`config.mk`:
```
export PLATFORM = sky130hd
export DESIGN_NAME = register_bank
export DESIGN_NICKNAME = d
export VERILOG_FILES = /design/src/rtl/register_bank.sv
export SDC_FILE = /design/constraint.sdc
export NUM_CORES = 1
export LEC_CHECK = 0
export CAP_MARGIN = 5
export CELL_PAD_IN_SITES_DETAIL_PLACEMENT = 1
export CELL_PAD_IN_SITES_GLOBAL_PLACEMENT = 1
export CORE_AREA = 3 3 424 426
export CTS_CLUSTER_SIZE = 28
export DETAILED_ROUTE_END_ITERATION = 6
export DIE_AREA = 0 0 427 429
export GPL_ROUTABILITY_DRIVEN = 0
export PLACE_DENSITY = 0.49
export SYNTH_ARGS = -nofsm -noshare
export SYNTH_HDL_FRONTEND = slang
export SYNTH_SLANG_ARGS = --single-unit
```
`constraint.sdc`:
```
create_clock -name Clk -period 5.8 [get_ports Clk]
set_input_delay 1.16 -clock Clk [delete_from_list [all_inputs] [get_ports Clk]]
set_output_delay 1.16 -clock Clk [all_outputs]
set_load 0.02 [all_outputs]
```
`src/rtl/register_bank.sv`:
```
// Register bank with 32 x 32-bit registers, all contents exposed in parallel for an external read mux.
// It also tracks which registers have been written and counts accepted writes.
module register_bank #(
    parameter int ZERO_R0 = 1
) (
    input  logic        Clk,
    input  logic        Reset,
    input  logic        RegWrite,
    input  logic [4:0]  WriteReg,
    input  logic [31:0] WriteData,
    output logic [31:0] R0,
    output logic [31:0] R1,
    output logic [31:0] R2,
    output logic [31:0] R3,
    output logic [31:0] R4,
    output logic [31:0] R5,
    output logic [31:0] R6,
    output logic [31:0] R7,
    output logic [31:0] R8,
    output logic [31:0] R9,
    output logic [31:0] R10,
    output logic [31:0] R11,
    output logic [31:0] R12,
    output logic [31:0] R13,
    output logic [31:0] R14,
    output logic [31:0] R15,
    output logic [31:0] R16,
    output logic [31:0] R17,
    output logic [31:0] R18,
    output logic [31:0] R19,
    output logic [31:0] R20,
    output logic [31:0] R21,
    output logic [31:0] R22,
    output logic [31:0] R23,
    output logic [31:0] R24,
    output logic [31:0] R25,
    output logic [31:0] R26,
    output logic [31:0] R27,
    output logic [31:0] R28,
    output logic [31:0] R29,
    output logic [31:0] R30,
    output logic [31:0] R31,
    output logic [31:0] Written,
    output logic [7:0]  WriteCount
);

    logic [31:0] regs [32];
    logic        accept;

    // A write to R0 is dropped entirely when R0 is hardwired, so it must not touch the bookkeeping.
    assign accept = RegWrite && !((ZERO_R0 != 0) && (WriteReg == 5'd0));

    // NOTE: every register is cleared by reset, so this array is built from flops rather than
    // a RAM macro; the parallel R0..R31 outputs need flops anyway.
    always_ff @(posedge Clk) begin
        if (Reset) begin
            for (int i = 0; i < 32; i++) begin
                regs[i] <= '0;
            end
            Written    <= '0;
            WriteCount <= '0;
        end else if (accept) begin
            regs[WriteReg]    <= WriteData;
            Written[WriteReg] <= 1'b1;
            WriteCount        <= WriteCount + 8'd1;
        end
    end

    assign R0  = regs[0];
    assign R1  = regs[1];
    assign R2  = regs[2];
    assign R3  = regs[3];
    assign R4  = regs[4];
    assign R5  = regs[5];
    assign R6  = regs[6];
    assign R7  = regs[7];
    assign R8  = regs[8];
    assign R9  = regs[9];
    assign R10 = regs[10];
    assign R11 = regs[11];
    assign R12 = regs[12];
    assign R13 = regs[13];
    assign R14 = regs[14];
    assign R15 = regs[15];
    assign R16 = regs[16];
    assign R17 = regs[17];
    assign R18 = regs[18];
    assign R19 = regs[19];
    assign R20 = regs[20];
    assign R21 = regs[21];
    assign R22 = regs[22];
    assign R23 = regs[23];
    assign R24 = regs[24];
    assign R25 = regs[25];
    assign R26 = regs[26];
    assign R27 = regs[27];
    assign R28 = regs[28];
    assign R29 = regs[29];
    assign R30 = regs[30];
    assign R31 = regs[31];

endmodule
```
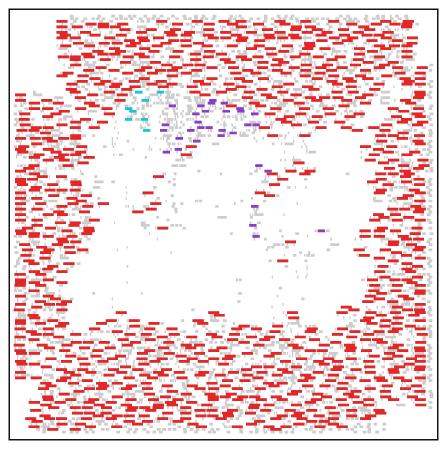
run_1/ff_map.png
Drawn at 1 px/um. Other cells in gray.
[`Written`] purple | flops: 32 | where: top middle
[`regs`] red | flops: 1024 | where: widely spread
[`WriteCount`] cyan | flops: 8

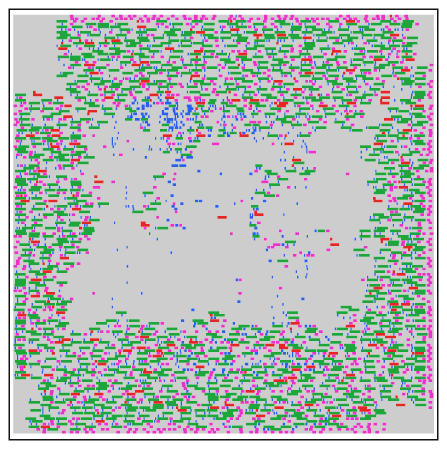
run_1/class_map.png
Drawn at 1 px/um. Fill, decap, tap and diode cells in gray.
[clock drivers and dummy loads] red | cells: 236 | share of their area: 7.7%
[registers] green | cells: 1064 | share of their area: 60%
[remaining buffers and delay cells] magenta | cells: 1151 | share of their area: 22%
[remaining logic cells] blue | cells: 1341 | share of their area: 11%

==> flow_metrics.tcl, run 1 <==
# implementation run metrics
set metrics [dict create \
    p_clk_frac 0.418 \
    port_buffers 1103 \
    grt_pass1_wl_um 252100 \
    initial_utilization 0.2138 \
    nFillCells 18710 \
    p_leak_nw 18.21 \
    seqPwrFrac 0.468 \
    clockBufferDepth 3 \
    largest_area_cell "edfxtp_1" \
    adder_share 0.0003323 \
    power.density_nw_per_um2 343.6 \
    r2r_slack_ns 4.41 \
    yosysUniqueCellTypes 32 \
    yosysWarnings 0 \
    rsz0062_at_grt "false" \
    outcome "complete, no violations" \
    crit_type "input pin to flop" \
    yosys.area_share.simple 0.1315 \
    openroad.warnings 26 \
    cts-hold-fix-buffers 0 \
]
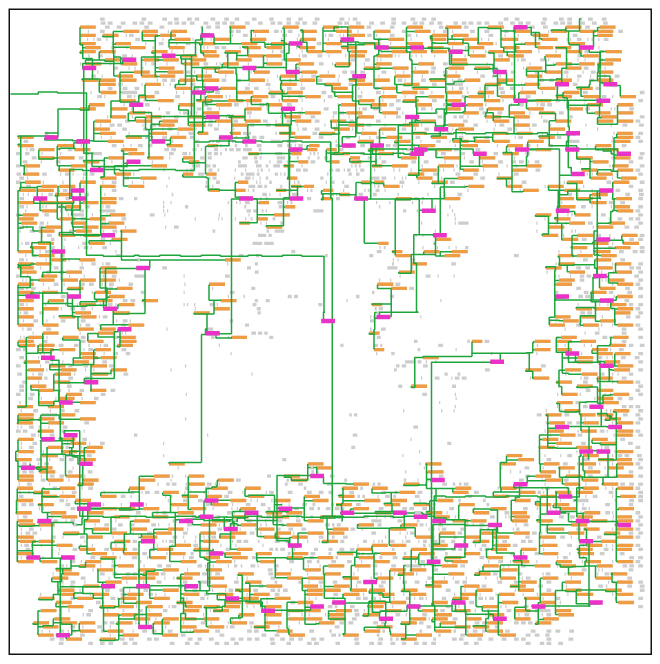
run_1/clock_wires.png
Drawn at 1.5 px/um.
[clock wires] green | length: 16700 um
[flip-flops] orange | count: 1064
[clock-net drivers] magenta | count: 131
flops lie: widely spread
routed clock nets: 132

[run 1: per-layer routing]
| metal | vias up | global-route usage | share of wire |
|---|---|---|---|
| met4 | 2 | 0.07883 | 0.041 |
| met2 | 868 | 0.3638 | 0.51 |
| met1 | 13350 | 0.2350 | 0.38 |
| met5 | - | 0 | 0.000083 |
| met3 | 240 | 0.05456 | 0.061 |
| li1 | 11040 | - | - |
[run 1: synthesized netlist by cell type, drive strengths merged]
cell type     n
nand3         3
ha            1
nor2b        38
or4b          1
nand4         2
and4          3
nand2b        3
conb          1
nor2        974
nor3          3
o211ai        1
clkbuf       79
or3           2
o21bai        2
and2         65
o21ai         6
xor2          6
nand2       133
buf          65
a21o         29
mux2i         1
edfxtp     1024
nor3b         1
or4           1
o2111ai       2
dfxtp        40
a21oi        32
[run 1: final cells by class]
class                           instances  share of cell area
Antenna cell                            4           0.0001790
Clock inverter                         66             0.01038
Timing Repair Buffer                 1151              0.2059
Multi-Input combinational cell       1341              0.1041
Clock buffer                          170             0.06294
Tap cell                             2340             0.05235
Sequential cell                      1064              0.5642
[run 1: power by group through the flow]
stage	Sequential, W	Combinational [W]	Clock (W)
2_1_floorplan	0.00969	0.000266	0
3_3_place_gp	0.00914	0.00226	0
6_report	0.00899	0.00220	0.00803
5_1_grt	0.00903	0.00228	0.00853
4_1_cts	0.00900	0.00227	0.00823
3_5_place_dp	0.00915	0.00226	0
[run 1: placed cells by master (no fill, tap or decap), types with 2 or more instances in the layout]
cell type        netlist  layout
buf_12                 0       9
conb_1                 1      32
nand2b_1               3       3
and4_1                 3       3
clkinvlp_4             0       4
a21oi_1               32      32
clkbuf_16              0     135
clkinv_1               0      20
diode_2                0       4
dfxtp_1               40      40
a21o_2                 0      28
clkdlybuf4s50_1        0    1102
nand2_4                0       2
clkbuf_1              79      34
xor2_1                 6       6
bufinv_16              0       7
nand4_1                2       2
nor2b_4                0       2
clkinv_8               0       4
nor2b_1               38      11
clkinv_4               0       2
nor2_1               974     971
nand2_1              133     131
edfxtp_1            1024    1024
o21bai_4               0       2
inv_6                  0       6
and2_1                65      64
o2111ai_1              2       2
buf_4                  0      39
nor2_2                 0       2
o21ai_0                4       4
clkinv_2               0      22
nand3_4                0       3
nor2b_2                0      25
[run 1: flip-flops by register name (all words and copies together) (netlist names)]
register,cells
regs,1024
Written,32
WriteCount,8
[run 1: worst min-delay path by stage]
stage / start / to / slack, ns / cells past startpoint
floorplan: Written[0] / Written[0] / 0.55 / 1
global placement: Written[15] / Written[15] / 0.45 / 2
detailed placement: Written[6] / Written[6] / 0.46 / 2
CTS: Written[0] / Written[0] / 0.47 / 1
global route: Written[0] / Written[0] / 0.49 / 1
finish: Written[0] / Written[0] / 0.47 / 1
[run 1: through the flow]
step	setup slack (ns)	instance area, um^2	power, W	hold slack, ns
6_report	1.902	55920	0.01922	0.4709
5_1_grt	1.748	55920	0.01984	0.4872
4_1_cts	1.840	55910	0.01949	0.4708
3_5_place_dp	1.036	51810	0.01141	0.4583
3_3_place_gp	1.095	51810	0.01140	0.4505
2_1_floorplan	2.045	37770	0.009957	0.5462
==> run 2: changes to the inputs <==
Settings changed: CORE_AREA 3 3 424 426 to 3 3 426 428, DIE_AREA 0 0 427 429 to 0 0 429 431, PLACE_DENSITY 0.49 to 0.5.
Clock period 5.8 ns to 3.3 ns, I/O delays scaled along.
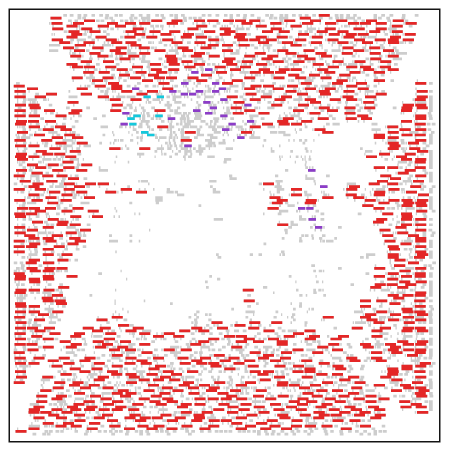
run_2/ff_map.png
Drawn at 1 px/um. Other cells in gray.
[`Written`] purple | flops: 32 | where: top middle
[`WriteCount`] cyan | flops: 8
[`regs`] red | flops: 1024 | where: widely spread

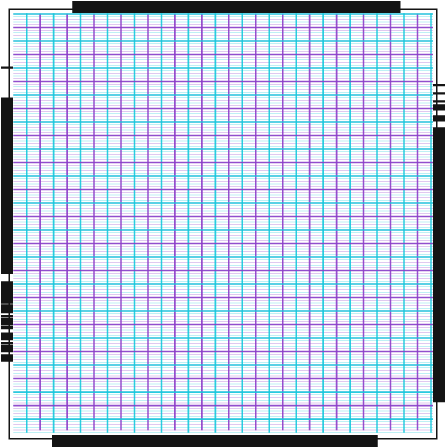
run_2/floorplan.png
Pins as bars on the die edge.
[VDD] purple
[VSS] cyan
met1 rails: 156
signal pins: 1104
met5 straps: 31
rows: 155
met4 straps: 31

==> run 2 against run 1 <==
  * Sequential power increased by 76%
  * Area after synthesis unchanged
  * Register-to-register slack worse by 2.5 ns
  * Clock skew shrank 0.013 ns
  * Clock power rose by 62%
  * Count of clock-buffer cells in the layout shrank 13
  * Wire length up 0.78%
  * Largest power group unchanged
==> flow_metrics.tcl, run 2 <==
# implementation run metrics
set metrics [dict create \
    outcome "complete, no violations" \
    clockBufferDepth 3 \
    dr_wl_met2_um 99150 \
    top_layer "met5" \
    edf_count 1024 \
    rsz0062_at_grt "false" \
    cts-hold-fix-buffers 0 \
    ys.flop_type "edfxtp_1" \
    place_area_um2 53190 \
    common_cells "edfxtp_1 (1024), nor2_1 (974), nand2_1 (133)" \
    grt_pass1_wl_um 254400 \
    wirelength_met1_um 75930 \
    largest_area_cell "edfxtp_1" \
    synthMostInstantiatedCell "edfxtp_1" \
    yosysWarnings 0 \
    final_cell_area_um2 56920 \
    wl_met3_um 12400 \
    largest_reg_flops 1024 \
    lay_top_count "clkdlybuf4s50_1" \
    max_flop_register "regs" \
    power.density_nw_per_um2 577.4 \
    p_leak_nw 18.74 \
    initial_utilization 0.2112 \
    yosysUniqueCellTypes 32 \
    reg_top3 "regs x1024, Written x32, WriteCount x8" \
]
[run 2: cell counts after synthesis]
No cell type changed its count.
[run 2: cell families (layout without fill, tap and decap cells)]
| kind of cell | Yosys count | in the layout | share of synthesized area |
|---|---|---|---|
| fa+ha+maj | 1 | 1 | 0.0003323 |
| simple gates | 1229 | 1229 | 0.1315 |
| compound gates | 72 | 72 | 0.01200 |
| other cells | 1 | 38 | 0.00009961 |
| mux | 1 | 1 | 0.0002659 |
| xor+xnor | 6 | 6 | 0.001396 |
| buf+inv | 144 | 1479 | 0.01638 |
| flops | 1064 | 1064 | 0.8380 |
[run 2: report_power, final]
part / total, W / internal [W] / switching [W]
sequential: 0.0158 / 0.0155 / 0.000263
combinational: 0.00404 / 0.00149 / 0.00255
clock: 0.0130 / 0.00722 / 0.00582
total: 0.0329 / 0.0242 / 0.00863
[run 2: cell type report]
cell class                      count  area [um^2]
Fill cell                       19050       121300
Sequential cell                  1064        31550
Timing Repair Buffer             1255        12850
Multi-Input combinational cell   1341         5839
Clock buffer                      157         3163
Tap cell                         2355         2947
Clock inverter                     67        560.5
Antenna cell                        6        15.01
[run 2: worst register-to-register path, stage by stage, from the launching register on]
cell	delay, ns
dfxtp_1	0.50
ha_1	0.27
and4_1	0.20
o21ai_0	0.11
xor2_1	0.17
nor2_1	0.06
[run 2: path summary, 6_finish.rpt]
path / to / cells past startpoint / slack [ns] / start
max reg2reg: WriteCount[4] / 5 / 1.88 / WriteCount[1]
max: WriteCount[1] / 1 / 0.61 / WriteCount[1]
min: Written[23] / 2 / 0.47 / Written[23]
min reg2reg: Written[23] / 2 / 0.47 / Written[23]
[run 2: metrics by stage]
stage | instances | TNS, ns | hold slack (ns) | setup slack [ns] | total power [W]
after floorplan | 2549 | 0 | 0.5462 | 0.04496 | 0.01750
after global placement | 6014 | -0.8684 | 0.4497 | -0.1478 | 0.02020
after detailed placement | 6015 | 0 | 0.4582 | 0.03461 | 0.02022
after CTS | 6239 | 0 | 0.4715 | 0.4187 | 0.03337
after global routing | 6243 | 0 | 0.4916 | 0.4882 | 0.03391
final | 6245 | 0 | 0.4696 | 0.6094 | 0.03287
[run 2: per-layer routing]
layer  vias up  GRT usage
met5         -          0
met4         8    0.06953
met3       229    0.05535
met2       941     0.3607
met1     13540     0.2392
li1      11210          -
==> run 3: changes to the inputs <==
Clock period 3.3 ns to 2.4 ns, I/O delays scaled along.
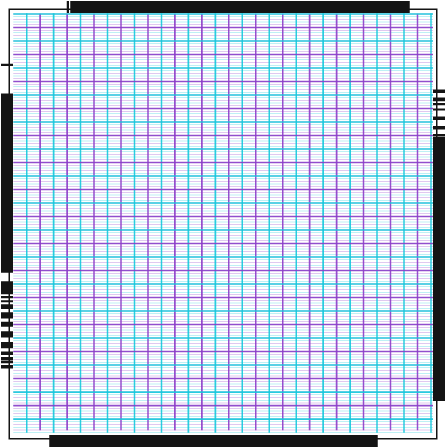
run_3/floorplan.png
Pins as bars on the die edge.
[VSS] cyan
[VDD] purple
met4 straps: 31
met5 straps: 31
met1 rails: 156

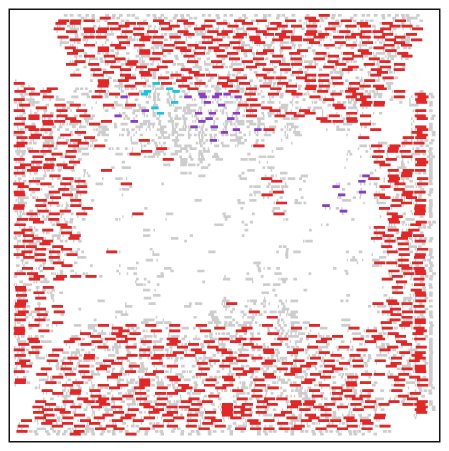
run_3/ff_map.png
Drawn at 1 px/um. Other cells in gray.
[`WriteCount`] cyan | flops: 8
[`regs`] red | flops: 1024 | where: widely spread
[`Written`] purple | flops: 32

==> run 3 against run 2 <==
  * Hold slack got worse by 0.021 ns
  * Highest routed layer unchanged
  * Critical path type unchanged
  * Die size unchanged
  * Cell count increased by 3.6%
  * Largest power group unchanged
  * Power increased by 41%
  * Critical path depth unchanged
  * Wire length increased by 1.7%
  * Sequential power increased by 37%
  * Count of clock-buffer cells in the layout decreased by 16
==> flow_metrics.tcl, run 3 <==
# implementation run metrics
set metrics [dict create \
    lay_top_cells "edfxtp_1 (1024), clkdlybuf4s50_1 (1019), nor2_1 (969)" \
    outcome "complete, no violations" \
    top_layer "met5" \
    dpl_worst_slack_ns -0.3644 \
    max_flop_register "regs" \
    nFillCells 18880 \
    lay_top_count "edfxtp_1" \
    grt_pass1_wl_um 258900 \
    crit_cells 1 \
    power.density_nw_per_um2 767.3 \
    p_leak_nw 20.74 \
    common_cells "edfxtp_1 (1024), nor2_1 (974), nand2_1 (133)" \
    dr_wl_met2_um 101000 \
    r2r_end "WriteCount[7]" \
    clockBufferDepth 3 \
    reg2regPathDepth 4 \
    port_buffers 1103 \
    largest_area_cell "edfxtp_1" \
    async_flop_share 0 \
    synthMostInstantiatedCell "edfxtp_1" \
    final_cell_area_um2 60280 \
    setup-tns-final_ns 0 \
    p_total_w 0.04625 \
    dp.cells 6240 \
    wirelength_met1_um 77330 \
    holdPathStages 2 \
    r2r_slack_ns 0.99 \
    initial_utilization 0.2112 \
    setup_ws_ns 0.09622 \
    ys.flop_type "edfxtp_1" \
]
-- run 3: netlist changes by cell type in the layout (fill, tap and decap cells not counted), sizes merged --
cell           change
buf              +226
inv                +3
clkinv            -10
clkbuf            -15
diode              +6
clkinvlp           +6
clkdlybuf4s50     -83
dlygate4sd2       +81
bufinv             +8
-- run 3: layer usage --
metal / up-vias / track usage
met5: - / 0
met4: 2 / 0.08008
met3: 225 / 0.04913
met2: 935 / 0.3693
met1: 13860 / 0.2432
li1: 11680 / -
-- run 3: worst reg2reg max path, stage by stage, from the launching register on --
cell     delay [ns]
dfxtp_1        0.47
and4_1         0.28
o21ai_0        0.11
or3_1          0.35
a21oi_1        0.13
-- run 3: repair_timing --
action	4_1_cts	5_1_grt
hold endpoints to repair	0	0
endpoints found under the setup margin	81	0
gates resized	81	0
hold buffers	0	0
-- run 3: worst max-delay path by stage --
stage | end | slack [ns] | startpoint
detailed placement | regs[22][25] | -0.36 | WriteData[25]
CTS | R2[24] | 0.0006 | regs[2][24]
floorplan | regs[31][0] | 0.002 | WriteReg[3]
global placement | regs[6][25] | -0.33 | WriteData[25]
global route | R22[20] | 0.002 | regs[22][20]
finish | R23[23] | 0.1 | regs[23][23]
-- run 3: final cells by class --
class                   instances  area, um^2  area share
diodes                         12       30.03   0.0004982
clock buffers                 141        3103     0.05148
clock inverters                74       782.0     0.01297
multi-input cells            1341        5846     0.09698
flip-flops and latches       1064       31550      0.5234
well taps                    2355        2947     0.04888
repair buffers               1480       16020      0.2658
-- run 3: through the flow --
step | util | hold WS, ns
detailed placement | 0.3168 | 0.4574
finish | 0.3382 | 0.4486
CTS | 0.3380 | 0.3405
floorplan | - | 0.5462
global placement | 0.3168 | 0.4481
global route | 0.3381 | 0.4057
-- run 3: logic make-up (layout without fill, tap and decap cells) --
group                    count (synthesis)  count (layout)  share of synthesized area
AND-OR/OR-AND                           72              72                    0.01200
buffers and inverters                  144            1695                    0.01638
flip-flops                            1064            1064                     0.8380
adder cells (fa/ha/maj)                  1               1                  0.0003323
multiplexers                             1               1                  0.0002659
other                                    1              44                 0.00009961
XOR/XNOR                                 6               6                   0.001396
AND/OR/NAND/NOR                       1229            1229                     0.1315
-- run 3: where the power goes --
group | leakage (nW) | total [W] | switching (W) | internal (W)
logic | 8.76 | 0.00592 | 0.00360 | 0.00232
clock network | 1.89 | 0.0186 | 0.00794 | 0.0107
registers | 10.1 | 0.0217 | 0.000342 | 0.0213
Power is estimated from default activity; no workload was simulated.
